<file path="src/rtl/pulse_sync_pkg.sv">
`default_nettype none
// ============================================================================
// Module  : pulse_sync_pkg
// Purpose : Shared definitions for the pulse-synchronised data crossing.
//           Holds the transmitter state encoding and the default depth of
//           the toggle synchronisers. Both sides of the crossing use this
//           depth.
// Ports   : none (package)
// Rev     : 1.0  initial release
// ============================================================================
package pulse_sync_pkg;

    // Transmitter handshake states
    typedef enum logic [0:0] {
        IDLE     = 1'b0,
        WAIT_ACK = 1'b1
    } state_t;

    // Default synchroniser depth for both the req and ack toggles
    localparam int SYNC_STAGES_DEFAULT = 2;

endpackage : pulse_sync_pkg
`default_nettype wire

</file>
<file path="src/rtl/bit_sync.sv">
`default_nettype none
// ============================================================================
// Module  : bit_sync
// Purpose : Single-bit multi-flop synchroniser for a level/toggle signal
//           arriving from an asynchronous clock domain.
// Ports   : clk    in  destination clock
//           rst_n  in  asynchronous active-low reset (chain clears to 0)
//           d      in  asynchronous input bit
//           q      out synchronised bit (last stage)
// Rev     : 1.0  initial release
// ============================================================================
module bit_sync
    import pulse_sync_pkg::*;
#(
    parameter int SYNC_STAGES = SYNC_STAGES_DEFAULT
) (
    input  logic clk,
    input  logic rst_n,
    input  logic d,
    output logic q
);

    // Stage 0 is the metastability-exposed flop; the last stage is used.
    logic [SYNC_STAGES-1:0] r_sync;

    always_ff @(posedge clk or negedge rst_n) begin
        if (!rst_n) begin
            r_sync <= '0;
        end else begin
            r_sync <= {r_sync[SYNC_STAGES-2:0], d};
        end
    end

    assign q = r_sync[SYNC_STAGES-1];

endmodule : bit_sync
`default_nettype wire

</file>
<file path="src/rtl/pulse_sync_tx.sv">
`default_nettype none
// ============================================================================
// Module  : pulse_sync_tx
// Purpose : clkA-side transmitter of the pulse-synchronised data crossing.
//           It captures a word on stb and holds it stable on data_hold. It
//           announces the word to clkB by flipping req_tgl. It then waits
//           until the synchronised ack_tgl equals req_tgl. Strobes that
//           arrive while busy are counted in a saturating drop counter.
// Ports   : clkA      in  source clock
//           rst_n     in  asynchronous active-low reset
//           enaA      in  clock enable for FSM, data and counter registers
//           stb       in  request to send data_in
//           data_in   in  [N]      word to send
//           ready     out idle, stb accepted this cycle
//           done      out one-cycle pulse on acknowledge of last word
//           data_hold out [N]      word presented to the clkB domain
//           req_tgl   out request toggle to clkB
//           ack_tgl   in  acknowledge toggle from clkB (asynchronous)
//           drop_clr  in  synchronous clear of drop_cnt
//           drop_cnt  out [DROP_W] saturating count of rejected strobes
// Rev     : 1.0  initial release
// ============================================================================
module pulse_sync_tx
    import pulse_sync_pkg::*;
#(
    parameter int N           = 8,
    parameter int SYNC_STAGES = SYNC_STAGES_DEFAULT,
    parameter int DROP_W      = 8
) (
    input  logic              clkA,
    input  logic              rst_n,
    input  logic              enaA,
    input  logic              stb,
    input  logic [N-1:0]      data_in,
    output logic              ready,
    output logic              done,
    output logic [N-1:0]      data_hold,
    output logic              req_tgl,
    input  logic              ack_tgl,
    input  logic              drop_clr,
    output logic [DROP_W-1:0] drop_cnt
);

    localparam logic [DROP_W-1:0] C_DROP_ONE = DROP_W'(1);
    localparam logic [DROP_W-1:0] C_DROP_MAX = '1;

    state_t             r_state;
    state_t             w_state_next;
    logic               w_ack_s;
    logic               w_accept;
    logic               w_ack_match;
    logic               w_drop;
    logic               r_done;
    logic [N-1:0]       r_data_hold;
    logic               r_req_tgl;
    logic [DROP_W-1:0]  r_drop_cnt;

    // ------------------------------------------------------------------
    // Ack synchroniser: free-running on clkA, independent of enaA, so the
    // ack edge is never missed while the block is gated off.
    // ------------------------------------------------------------------
    bit_sync #(
        .SYNC_STAGES (SYNC_STAGES)
    ) u_ack_sync (
        .clk   (clkA),
        .rst_n (rst_n),
        .d     (ack_tgl),
        .q     (w_ack_s)
    );

    // ------------------------------------------------------------------
    // FSM: state register
    // ------------------------------------------------------------------
    always_ff @(posedge clkA or negedge rst_n) begin
        if (!rst_n) begin
            r_state <= IDLE;
        end else if (enaA) begin
            r_state <= w_state_next;
        end
    end

    // ------------------------------------------------------------------
    // FSM: next-state logic
    // ------------------------------------------------------------------
    always_comb begin
        w_state_next = r_state;
        case (r_state)
            IDLE:     if (stb)                  w_state_next = WAIT_ACK;
            WAIT_ACK: if (w_ack_s == r_req_tgl) w_state_next = IDLE;
            default:                            w_state_next = IDLE;
        endcase
    end

    // ------------------------------------------------------------------
    // FSM: outputs and qualified events
    // ------------------------------------------------------------------
    always_comb begin
        ready       = (r_state == IDLE);
        w_accept    = 1'b0;
        w_ack_match = 1'b0;
        w_drop      = 1'b0;
        if (enaA) begin
            w_accept    = stb && (r_state == IDLE);
            w_drop      = stb && (r_state == WAIT_ACK);
            w_ack_match = (r_state == WAIT_ACK) && (w_ack_s == r_req_tgl);
        end
    end

    // ------------------------------------------------------------------
    // done is not gated by enaA. It falls back to 0 on the next edge
    // even when the block is disabled.
    // ------------------------------------------------------------------
    always_ff @(posedge clkA or negedge rst_n) begin
        if (!rst_n) begin
            r_done <= 1'b0;
        end else begin
            r_done <= w_ack_match;
        end
    end

    // ------------------------------------------------------------------
    // Data and request toggle. These change only on an accept edge, so
    // data_hold is stable for the whole WAIT_ACK period.
    // ------------------------------------------------------------------
    always_ff @(posedge clkA or negedge rst_n) begin
        if (!rst_n) begin
            r_data_hold <= '0;
            r_req_tgl   <= 1'b0;
        end else if (w_accept) begin
            r_data_hold <= data_in;
            r_req_tgl   <= ~r_req_tgl;
        end
    end

    // ------------------------------------------------------------------
    // Drop counter: clear wins over a simultaneous drop; saturates at max
    // ------------------------------------------------------------------
    always_ff @(posedge clkA or negedge rst_n) begin
        if (!rst_n) begin
            r_drop_cnt <= '0;
        end else if (enaA) begin
            if (drop_clr) begin
                r_drop_cnt <= '0;
            end else if (w_drop && (r_drop_cnt != C_DROP_MAX)) begin
                r_drop_cnt <= r_drop_cnt + C_DROP_ONE;
            end
        end
    end

    assign done      = r_done;
    assign data_hold = r_data_hold;
    assign req_tgl   = r_req_tgl;
    assign drop_cnt  = r_drop_cnt;

endmodule : pulse_sync_tx
`default_nettype wire

</file>
<file path="config.mk">
export PLATFORM = sky130hd
export DESIGN_NAME = pulse_sync_tx
export DESIGN_NICKNAME = d
export VERILOG_FILES = /design/src/rtl/pulse_sync_pkg.sv /design/src/rtl/bit_sync.sv /design/src/rtl/pulse_sync_tx.sv
export SDC_FILE = /design/constraint.sdc
export NUM_CORES = 1
export LEC_CHECK = 0
export CAP_MARGIN = 20
export CORE_ASPECT_RATIO = 0.7
export CORE_UTILIZATION = 47
export CTS_BUF_LIST = sky130_fd_sc_hd__clkbuf_2 sky130_fd_sc_hd__clkbuf_4 sky130_fd_sc_hd__clkbuf_8
export DETAILED_ROUTE_END_ITERATION = 8
export HOLD_SLACK_MARGIN = 0.1
export PLACE_DENSITY = 0.82
export RECOVER_POWER = 100
export SLEW_MARGIN = 20
export SYNTH_ARGS = -nofsm -noshare
export SYNTH_HDL_FRONTEND = slang
export SYNTH_SLANG_ARGS = --single-unit
</file>
<file path="constraint.sdc">
create_clock -name clkA -period 1.89 [get_ports clkA]
set_clock_uncertainty 0.15 [all_clocks]
set_input_delay 0.2835 -clock clkA [delete_from_list [all_inputs] [get_ports clkA]]
set_output_delay 0.2835 -clock clkA [all_outputs]
set_load 0.02 [all_outputs]
</file>
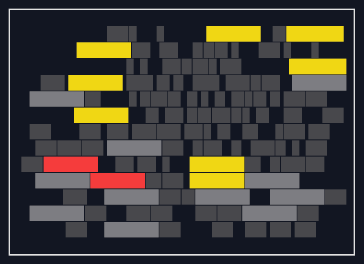
Figure 1: run 1, register map, names as in the netlist.
Drawn at 6 px/micron. Other sequential cells in the stronger gray, the rest of the logic in the fainter gray.
- drop_cnt: yellow (placed flops 8)
- u_ack_sync.r_sync: red (placed flops 2)
- not colored: 11

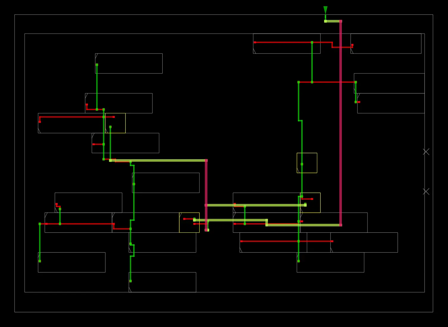
Figure 2: run 1, the clock network.
CTS Sinks: 21
CTS buffer count: 3
clk ins delay skew pair: 0.30 ns

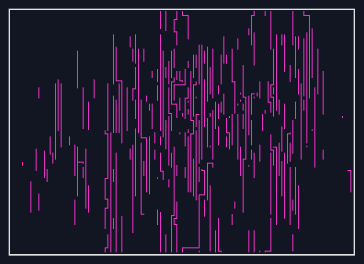
Figure 3: run 1, signal wires on met2.
Drawn at 6 px/micron.
- main direction: vertical
- share of all routed wire: 48%
- nets with wire on the layer: 124
drt total wl: 2370 microns
via count: 889
met2 Resource Use GR: 0.385

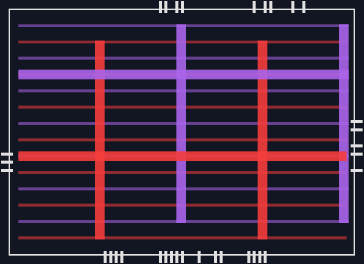
Figure 4: run 1, PDN straps and rails.
Drawn at 6 px/micron. Pins as bars on the die edge.
- VDD: purple
- VSS: red
- signal pins: 33
- rows: 13
- met1 rails: 14
- met5 straps: 2
Core Area: 1940 sq um
Die Span X: 57.3 microns
Worst VDD drop: 0.671 mV

==> impl_metrics.json, run 1 <==
{
  "p_switching_uw": 541,
  "tool_warnings": 26,
  "overflow": 0,
  "failed_checks": "DRC",
  "max_freq_mhz": 547,
  "relSlewSlack": 0.256,
  "path_buffers": 1,
  "fill_cells": 155,
  "max_stage_delay_ns": 0.63,
  "wl_met1_microns": 1030,
  "layout-drive-gt1-share": 0.164,
  "power_frac_clock": 0.148,
  "ant_nets": 0,
  "tritoncts": "done",
  "end_kind": "output pin",
  "rsz0062_at_grt": "false",
  "final-seq-area_sq_um": 528,
  "io_pins": 33,
  "worst-setup-path-type": "register to output pin",
  "yosysUniqueCellTypes": 30,
  "min_path_type": "register to register",
  "critPathArrivalTime_ns": 1.39,
  "port-buffer-count": 32,
  "diodes": 0,
  "finalNonFillerCells": 144,
  "nets": 138,
  "grt_pass1_vias": 769,
  "worst_pin_slew_ns": 1.12,
  "powerDensity_nw_per_um2": 1130,
  "drt_iter0_drc": 49,
  "crit_required_ns": 1.46,
  "switching_share": 0.358,
  "drv_cap": 0,
  "setup_viol": 0,
  "startpoint_type": "register",
  "ys_ff": 21,
  "comb_area_sq_um": 447,
  "seq_power_share": 0.445,
  "status": "finished with violations",
  "ys_cells": 87,
  "syn-cell-area_sq_um": 1000,
  "place.gp.congestion": 0.987,
  "leakage_uw": 0.000546,
  "syn-num-nets": 102,
  "p_comb_frac": 0.407,
  "path_cells": "clkdlybuf4s50_1",
  "grt_pass1_wl_microns": 3640,
  "yosysWarnings": 0,
  "dp_hpwl_microns": 1780,
  "initCoreUtil": 0.519,
  "clk_pin_slew_ns": 0.11,
  "crit_fanout": 9,
  "routedWlPerCell_microns": 16.4,
  "top_layer": "met4",
  "period_used_share": 0.967,
  "grt_antenna_before_repair": 0,
  "p_int_uw": 972,
  "ys_seq_frac": 0.523,
  "cts_resized": 4,
  "viasPerCell": 6.17,
  "cpMaxStageDelayCell": "clkdlybuf4s50_1",
  "dr_wl_met3_microns": 151,
  "drcViolationCount": 2,
  "grt_use_total": 0.228,
  "cp_top_family": "buffers and inverters",
  "rows": 13,
  "fin_tns_setup_ns": 0,
  "met2_wirelength_microns": 1140,
  "htreeDepth": 1,
  "post_cts_buffers": 0,
  "netlist_instances": 87,
  "cts.path.max_buffers": 2,
  "rrSetupSlack_ns": 0.13,
  "synth.area.top_cells": "dfrtp_1, mux2_2, nand4_1",
  "post-route-min-period_ns": 1.83,
  "top_area_frac": 0.523,
  "root_buffer": "clkbuf_4"
}
-- run 1: flip-flops by register name, indices dropped and copies added (netlist names) --
name,flops
data_hold,8
done,1
drop_cnt,8
r_state,1
req_tgl,1
u_ack_sync.r_sync,2
-- run 1: routing by layer --
layer,track usage,up-vias
li1,-,405
met1,0.286,440
met2,0.385,37
met3,0.0662,7
met4,0.0915,0
met5,0,-
-- run 1: stage by stage --
step | hold WS (ns) | setup slack, ns | area [sq um] | power, uW
final | 0.217 | 0.0633 | 1340 | 1510
after detailed placement | 0.186 | -0.0462 | 1340 | 1360
after global placement | 0.182 | 0.0333 | 1340 | 1330
after global routing | 0.232 | 0.0000533 | 1340 | 1600
after floorplan | -0.162 | 0.171 | 1000 | 1000
after CTS | 0.173 | 0.0209 | 1370 | 1580
-- run 1: power by group through the flow --
stage	clock network, uW	registers [uW]	logic [uW]
6_report	224	673	616
5_1_grt	250	693	658
4_1_cts	232	678	666
3_5_place_dp	0	687	670
3_3_place_gp	0	675	653
2_1_floorplan	0	817	188
-- run 1: synthesized netlist by cell type --
master and count:
a2111oi_0 2, a211oi_1 2, a21oi_1 7, a311o_1 1
a311oi_1 1, a32o_1 1, a41oi_1 1, and2b_2 1
and3_1 1, and3_4 1, and4_1 2, and4_4 1
buf_6 2, dfrtp_1 21, ha_1 1, inv_1 4
mux2_2 8, mux2i_1 1, nand2_1 6, nand3_1 3
nand3_2 1, nand4_1 7, nor3_1 3, nor3b_1 1
nor4_1 2, o21ai_0 2, o2bb2ai_1 1, or2_2 1
xnor2_1 1, xor2_1 1
-- run 1: cell families after synthesis --
| family | after synthesis | synth area share |
|---|---|---|
| fa+ha+maj | 1 | 0.0125 |
| buf+inv | 6 | 0.0374 |
| simple gates | 30 | 0.187 |
| flops | 21 | 0.523 |
| mux | 9 | 0.0996 |
| xor+xnor | 2 | 0.0174 |
| compound gates | 18 | 0.123 |
-- run 1: placed cells by master (no fill, tap or decap), types with 2 or more instances in the layout --
master / netlist / final
a2111oi_0: 2 / 2
nor4_1: 2 / 2
o21ai_0: 2 / 2
clkdlybuf4s50_1: 0 / 13
dlygate4sd2_1: 0 / 2
a21oi_1: 7 / 7
nand2_1: 6 / 6
clkbuf_1: 0 / 6
nor3_1: 3 / 3
dlygate4sd3_1: 0 / 12
dfrtp_1: 21 / 19
mux2_2: 8 / 8
nand3_1: 3 / 3
dfrtp_2: 0 / 2
clkbuf_4: 0 / 4
and4_1: 2 / 2
nand4_1: 7 / 7
inv_1: 4 / 4
-- run 1: final timing paths --
check                                startpoint                   end  cells past startpoint
setup / recovery                    drop_cnt[4]           drop_cnt[4]                      1
setup reg to reg                    drop_cnt[0]           drop_cnt[4]                      4
hold reg to reg            u_ack_sync.r_sync[0]  u_ack_sync.r_sync[1]                      0
min in group asynchronous                 rst_n          data_hold[6]                      2
hold / removal             u_ack_sync.r_sync[0]  u_ack_sync.r_sync[1]                      0
max in group asynchronous                 rst_n           drop_cnt[2]                      2
-- run 1: cell type report --
type | count | area share
Inverter | 4 | 0.0112
Tap cell | 22 | 0.0206
Clock buffer | 4 | 0.0225
Multi-Input combinational cell | 60 | 0.334
Timing Repair Buffer | 33 | 0.217
Sequential cell | 21 | 0.395
==> run 2: changes to the inputs <==
--- a/config.mk
+++ b/config.mk
@@ -9,6 +9,7 @@
 export CORE_ASPECT_RATIO = 0.7
 export CORE_UTILIZATION = 47
 export CTS_BUF_LIST = sky130_fd_sc_hd__clkbuf_2 sky130_fd_sc_hd__clkbuf_4 sky130_fd_sc_hd__clkbuf_8
+export CTS_CLUSTER_DIAMETER = 40
 export DETAILED_ROUTE_END_ITERATION = 8
 export HOLD_SLACK_MARGIN = 0.1
 export PLACE_DENSITY = 0.82
==> run 2 against run 1 <==
The run still ends with DRC left. Final cell count stayed put. Non-clock buffer count is the same. Routed wire length is the same. Critical path type unchanged. Highest routed layer unchanged.
==> impl_metrics.json, run 2 <==
{
  "grt_pass1_wl_microns": 3640,
  "nets": 138,
  "drt-total-wl_microns": 2370,
  "post_cts_buffers": 0,
  "drcViolationCount": 2,
  "power_frac_clock": 0.148,
  "root_buffer": "clkbuf_4",
  "grt_use_total": 0.228,
  "clk_pin_slew_ns": 0.11,
  "drt_iter0_drc": 49,
  "netlist_instances": 87,
  "rsz0062_at_grt": "false",
  "crit_required_ns": 1.46,
  "core_area_sq_um": 1940,
  "dpl_cell_area_sq_um": 1340,
  "period_used_share": 0.967,
  "crit_fanout": 9,
  "min_path_type": "register to register",
  "grt_pass1_vias": 769,
  "seq_power_share": 0.445,
  "worst_pin_slew_ns": 1.12,
  "ys_area_sq_um": 1000,
  "dp_hpwl_microns": 1780,
  "area_delta_synth_final_pct": 33.1,
  "ys_top_cells_by_count": "dfrtp_1, mux2_2, a21oi_1, nand4_1, nand2_1",
  "grt_antenna_before_repair": 0,
  "ys_seq_frac": 0.523,
  "fin_tns_setup_ns": 0,
  "grt_max_degree": 22,
  "cpMaxStageDelayCell": "clkdlybuf4s50_1",
  "p_int_uw": 972,
  "switching_share": 0.358,
  "max_freq_mhz": 547,
  "overflow": 0,
  "failed_checks": "DRC",
  "hold_buffers": 0,
  "p_comb_frac": 0.407,
  "initCoreUtil": 0.519,
  "port-buffer-count": 32,
  "path_buffers": 1,
  "numClockSinks": 21,
  "die_h_microns": 40.7,
  "edf_count": 0,
  "syn-cell-area_sq_um": 1000,
  "leakage_uw": 0.000546,
  "end_kind": "output pin",
  "die_area_sq_um": 2330,
  "setup_viol": 0,
  "relSlewSlack": 0.256,
  "htreeDepth": 1,
  "top_area_frac": 0.523,
  "path_cells": "clkdlybuf4s50_1",
  "design_area_sq_um": 1340,
  "max_stage_delay_ns": 0.63,
  "powerDensity_nw_per_um2": 1130,
  "post-route-min-period_ns": 1.83,
  "dieWidth_microns": 57.3,
  "tritoncts": "done",
  "whs_ns": 0.217,
  "cts.path.max_buffers": 2,
  "tool_warnings": 26,
  "syn-num-nets": 102,
  "synth.most_common_cell": "dfrtp_1",
  "diodes": 0,
  "worst-setup-path-type": "register to output pin",
  "critPathArrivalTime_ns": 1.39,
  "yosysUniqueCellTypes": 30,
  "ys_ff": 21,
  "clk-insertion-delay-late_ns": 0.30,
  "status": "finished with violations",
  "routedWlPerCell_microns": 16.4,
  "ir_worst_vdd_mv": 0.671,
  "p_switching_uw": 541,
  "ys_cells": 87,
  "ant_nets": 0,
  "ys.flop_type": "dfrtp_1",
  "synth.area.top_cells": "dfrtp_1, mux2_2, nand4_1",
  "cp_top_family": "buffers and inverters",
  "p_total_uw": 1510,
  "layout_top_cells": "dfrtp_1, clkdlybuf4s50_1, dlygate4sd3_1, mux2_2",
  "hold_viol_final": 0,
  "lay_top_count": "dfrtp_1",
  "io_pins": 33,
  "drv_cap": 0,
  "place.gp.congestion": 0.987,
  "cts_buffers": 3,
  "rows": 13,
  "synth_area_per_cell_sq_um": 11.5,
  "slew_violations": 0,
  "first_pass_iters": 6,
  "startpoint_type": "register",
  "vias": 889,
  "yosysWarnings": 0,
  "layout-drive-gt1-share": 0.164,
  "viasPerCell": 6.17,
  "synth-async-reset-ratio": 1.00,
  "top_area_cell": "dfrtp_1"
}
## run 2: cell counts after synthesis
Identical to the previous run, type by type.
## run 2: worst reg2reg max path, delay by kind of cell, from the launching register on
| kind | cells | cell delay (ns) |
|---|---|---|
| AOI/OAI and AO/OA | 1 | 0.37 |
| adders and majority gates | 1 | 0.32 |
| DFF | 1 | 0.45 |
| and+or+nand+nor | 2 | 0.37 |
## run 2: per-stage QoR
stage,util,setup WS (ns),instances
6_report,0.691,0.0633,144
5_1_grt,0.691,0.0000533,144
4_1_cts,0.707,0.0209,144
3_5_place_dp,0.691,-0.0462,140
3_3_place_gp,0.691,0.0333,140
2_1_floorplan,-,0.171,87
## run 2: worst paths after layout
check | from | end | slack (ns) | cells after the start
worst max-delay path | drop_cnt[4] | drop_cnt[4] | 0.06 | 1
worst min-delay path | u_ack_sync.r_sync[0] | u_ack_sync.r_sync[1] | 0.22 | 0
worst max register to register | drop_cnt[0] | drop_cnt[4] | 0.13 | 4
worst min register to register | u_ack_sync.r_sync[0] | u_ack_sync.r_sync[1] | 0.22 | 0
max in group asynchronous | rst_n | drop_cnt[2] | 0.30 | 2
min in group asynchronous | rst_n | data_hold[6] | 0.55 | 2
## run 2: final cells by class
cell class	instances	area (sq um)
inverter	4	15.0
sequential	21	528
tap	22	27.5
fill	155	598
timing repair buffer	33	290
clock buffer	4	30.0
multi-input combinational	60	447
## run 2: power by group through the flow
stage,logic (uW),registers [uW],clock network (uW)
6_report,616,673,224
5_1_grt,658,693,250
4_1_cts,666,678,232
3_5_place_dp,670,687,0
3_3_place_gp,653,675,0
2_1_floorplan,188,817,0
## run 2: routing by layer
layer	wire, microns	global-route usage	share of wire
met1	1030	0.286	0.44
met2	1140	0.385	0.48
met3	151	0.0662	0.064
met4	40	0.0915	0.017
met5	0	0	0
## run 2: logic make-up after synthesis
group / after synthesis / share of synthesized area
flip-flops: 21 / 0.523
multiplexers: 9 / 0.0996
adder cells (fa/ha/maj): 1 / 0.0125
AND/OR/NAND/NOR: 30 / 0.187
buffers and inverters: 6 / 0.0374
XOR/XNOR: 2 / 0.0174
AND-OR/OR-AND: 18 / 0.123
## run 2: what timing repair did
action / CTS / global route
gates resized: 4 / 6
endpoints found under the setup margin: 4 / 7
pin swaps: 0 / 0
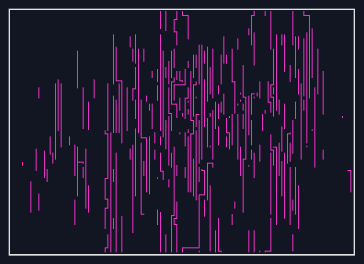
Figure 5: run 2, signal wires on met2.
Drawn at 6 px/micron.
- share of all routed wire: 48%
- main direction: vertical
- nets with wire on the layer: 124
- wire length on this layer: 1140 microns
- longest straight run: 19.9 microns

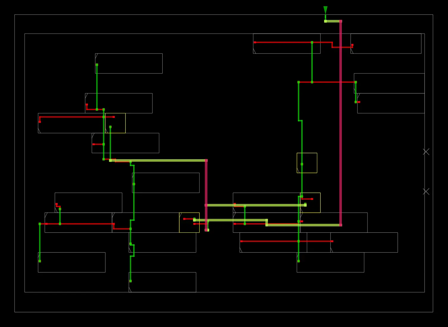
Figure 6: run 2, the clock network.
clk pwr: 224 uW
registers: 21
clk_buf instances: 4

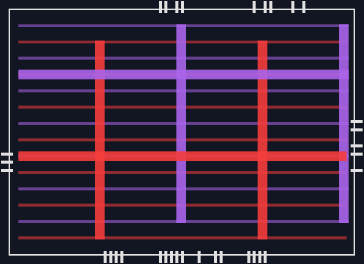
Figure 7: run 2, PDN straps and rails.
Drawn at 6 px/micron. Pins as bars on the die edge.
- VSS: red
- VDD: purple
- met4 straps: 4
- signal pins: 33

==> run 3: changes to the inputs <==
--- a/config.mk
+++ b/config.mk
@@ -7,12 +7,12 @@
 export LEC_CHECK = 0
 export CAP_MARGIN = 20
 export CORE_ASPECT_RATIO = 0.7
-export CORE_UTILIZATION = 47
+export CORE_UTILIZATION = 50
 export CTS_BUF_LIST = sky130_fd_sc_hd__clkbuf_2 sky130_fd_sc_hd__clkbuf_4 sky130_fd_sc_hd__clkbuf_8
 export CTS_CLUSTER_DIAMETER = 40
 export DETAILED_ROUTE_END_ITERATION = 8
 export HOLD_SLACK_MARGIN = 0.1
-export PLACE_DENSITY = 0.82
+export PLACE_DENSITY = 0.86
 export RECOVER_POWER = 100
 export SLEW_MARGIN = 20
 export SYNTH_ARGS = -nofsm -noshare
==> constraint.sdc (replaced) <==
create_clock -name clkA -period 2.27 [get_ports clkA]
set_clock_uncertainty 0.15 [all_clocks]
set_input_delay 0.3405 -clock clkA [delete_from_list [all_inputs] [get_ports clkA]]
set_output_delay 0.3405 -clock clkA [all_outputs]
set_load 0.02 [all_outputs]
==> run 3 against run 2 <==
The flow now finishes without violations. Register-to-register slack gained 0.28 ns. Cell area grew 1.0%. Global-route usage grew 0.34 points. Via count grew 3.9%. Sequential share of layout area shrank 0.59 points. Non-clock buffer count is the same. Sequential power shrank 17%. Synthesized area is the same. Synthesized cell count is the same. Clock-buffer cell count shrank 1. Sequential cell count is the same. Largest cell class unchanged. Largest power group unchanged. Highest routed layer unchanged.
==> impl_metrics.json, run 3 <==
{
  "status": "finished clean",
  "top_layer": "met4",
  "reg2reg_to": "drop_cnt[1]",
  "syn-num-nets": 102,
  "hold_depth": 0,
  "layout_top_cells": "dlygate4sd3_1, dfrtp_1, clkdlybuf4s50_1, mux2_2",
  "hold_viol_final": 0,
  "period_used_share": 0.925,
  "overflow": 0,
  "post_cts_buffers": 0,
  "synth-async-reset-ratio": 1.00,
  "min_to": "u_ack_sync.r_sync[1]",
  "place.gp.congestion": 0.969,
  "area_delta_synth_final_pct": 34.5,
  "ys_ff": 21,
  "end_kind": "output pin",
  "post-route-min-period_ns": 2.10,
  "setup_viol": 0,
  "clk_pin_slew_ns": 0.11,
  "logic_family": "simple AND/OR/NAND/NOR gates",
  "cts_buffers": 3,
  "synthSimpleGateAreaFrac": 0.187,
  "rows": 13,
  "yosysUniqueCellTypes": 30,
  "fill_cells": 137,
  "path_buffers": 2,
  "dieWidth_microns": 55.6,
  "viasPerCell": 6.42,
  "nets": 138,
  "min_from": "u_ack_sync.r_sync[0]",
  "powerDensity_nw_per_um2": 924,
  "rsz0062_at_grt": "false",
  "ys_seq_frac": 0.523,
  "synth.area.top_cells": "dfrtp_1, mux2_2, nand4_1",
  "io_pins": 33,
  "fin_tns_setup_ns": 0,
  "worst_pin_slew_ns": 1.11,
  "rrSetupSlack_ns": 0.41,
  "die_h_microns": 39.5,
  "top_area_frac": 0.523,
  "ys_sh_xor": 0.0174,
  "drt_iter0_drc": 51,
  "path_cells": "inv_1 > dlygate4sd3_1",
  "lay_top_count": "dlygate4sd3_1",
  "cts.path.max_buffers": 2,
  "port-buffer-count": 32,
  "cpMaxStageDelayCell": "dlygate4sd3_1",
  "drcViolationCount": 0,
  "root_buffer": "clkbuf_4",
  "comb_area_sq_um": 432,
  "max_freq_mhz": 476,
  "dp_hpwl_microns": 1770,
  "crit_cells": 2,
  "netlist_instances": 87,
  "grt_max_degree": 22,
  "edf_count": 0,
  "grt_pass1_vias": 745,
  "dr_wl_met3_microns": 176,
  "worstReg2RegStart": "drop_cnt[0]",
  "synth.most_common_cell": "dfrtp_1",
  "crit_fanout": 7,
  "min_path_type": "register to register",
  "leakage_uw": 0.000582,
  "numClockSinks": 21,
  "crit_required_ns": 1.78,
  "cts_resized": 0,
  "yosysWarnings": 0,
  "max_stage_delay_ns": 0.69,
  "ant_nets": 0,
  "tritoncts": "done",
  "ys_top_cells_by_count": "dfrtp_1, mux2_2, a21oi_1, nand4_1, nand2_1",
  "die_area_sq_um": 2200,
  "hold_buffers": 0,
  "cp-startpoint": "r_state",
  "tool_warnings": 26,
  "r2r_cells": 4,
  "critPathArrivalTime_ns": 1.61,
  "diodes": 0,
  "synth_area_per_cell_sq_um": 11.5,
  "htreeDepth": 1,
  "grt_pass1_wl_microns": 3590,
  "synthAoiAreaFrac": 0.123,
  "drv_cap": 0,
  "ys.flop_type": "dfrtp_1",
  "slew_violations": 0
}
run 3: through the flow:
step           total power (uW)  hold WS, ns  cells  utilization  worst slack, ns
2_1_floorplan               837       -0.105     87            -            0.551
3_3_place_gp               1100        0.183    140        0.715            0.332
3_5_place_dp               1130        0.215    140        0.715            0.260
4_1_cts                    1310        0.208    144        0.730            0.224
5_1_grt                    1310        0.254    144        0.722            0.120
6_report                   1250        0.239    144        0.722            0.171
run 3: power by group:
part           internal [uW]  total (uW)  switching [uW]
Combinational            248         513             265
Clock                   65.8         177             112
Sequential               481         558            77.4
run 3: routing by layer:
metal,vias to the layer above,GRT usage
met5,-,0
met4,0,0.0750
met3,12,0.0660
met2,61,0.380
met1,445,0.302
li1,406,-
run 3: area by class of cell:
type / instances / share of cell area
Multi-Input combinational cell: 60 / 0.319
Inverter: 4 / 0.0111
Clock buffer: 3 / 0.0167
Sequential cell: 21 / 0.389
Timing Repair Buffer: 33 / 0.240
Clock inverter: 1 / 0.00370
Tap cell: 22 / 0.0204
run 3: worst register-to-register path, cell delays in order (launching register included):
cell and delay, ns:
dfrtp_1 0.45, ha_1 0.31, and3_1 0.28, a211oi_1 0.42
a32o_1 0.19
run 3: worst max-delay path by stage:
| stage | endpoint |
|---|---|
| floorplan | drop_cnt[4] |
| global placement | drop_cnt[5] |
| detailed placement | drop_cnt[7] |
| CTS | ready |
| global route | ready |
| finish | ready |
run 3: cells by family after synthesis:
logic type | count (synthesis)
AND/OR/NAND/NOR | 30
flip-flops | 21
AND-OR/OR-AND | 18
multiplexers | 9
buffers and inverters | 6
XOR/XNOR | 2
adder cells (fa/ha/maj) | 1
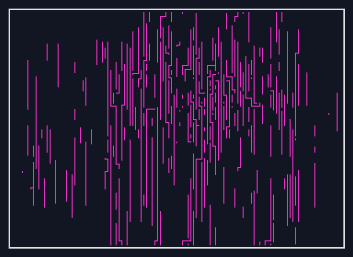
Figure 8: run 3, signal wires on met2.
Drawn at 6 px/micron.
- wire length on this layer: 1180 microns
- main direction: vertical
- share of all routed wire: 49%
- nets with wire on the layer: 131
via count: 924
drt total wl: 2420 microns
met2 Resource Use GR: 0.380

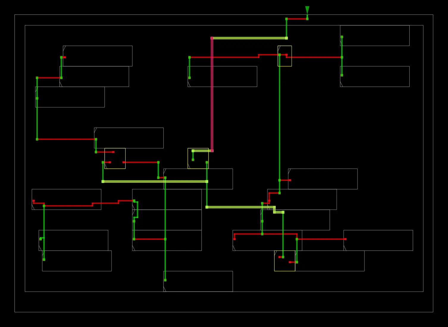
Figure 9: run 3, the clock network.
clk ins delay skew pair: 0.31 ns
clk_buf instances: 3
clk pwr: 177 uW

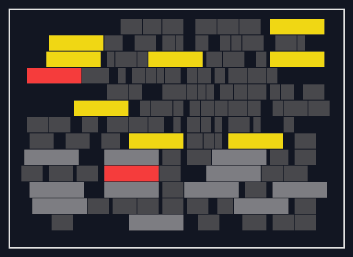
Figure 10: run 3, register map, names as in the netlist.
Drawn at 6 px/micron. Other sequential cells in the stronger gray, the rest of the logic in the fainter gray.
- u_ack_sync.r_sync: red (placed flops 2)
- drop_cnt: yellow (placed flops 8)
- not colored: 11
P_seq: 558 uW
Seq. cell area: 526 sq um
post-layout util: 0.722
Seq area share: 0.389


==> notes/layouts.md <==
Pictures saved along the way, in no particular order.

Local utilization.
Drawn at 6 px/micron. 11 x 8 tiles, from black (low) to pale yellow (high), 0 to 100% covered.
panel A
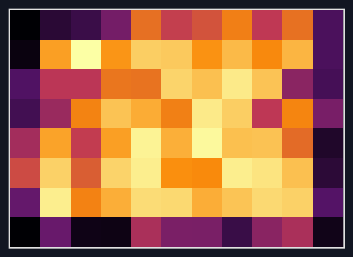
panel B
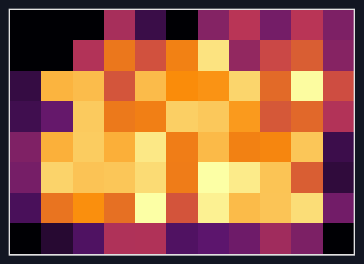
| from | picture |
|---|---|
| run 3 | panel A |
| run 1 | panel B |

Power figures rest on the tool's default switching activity, not on a simulated workload.
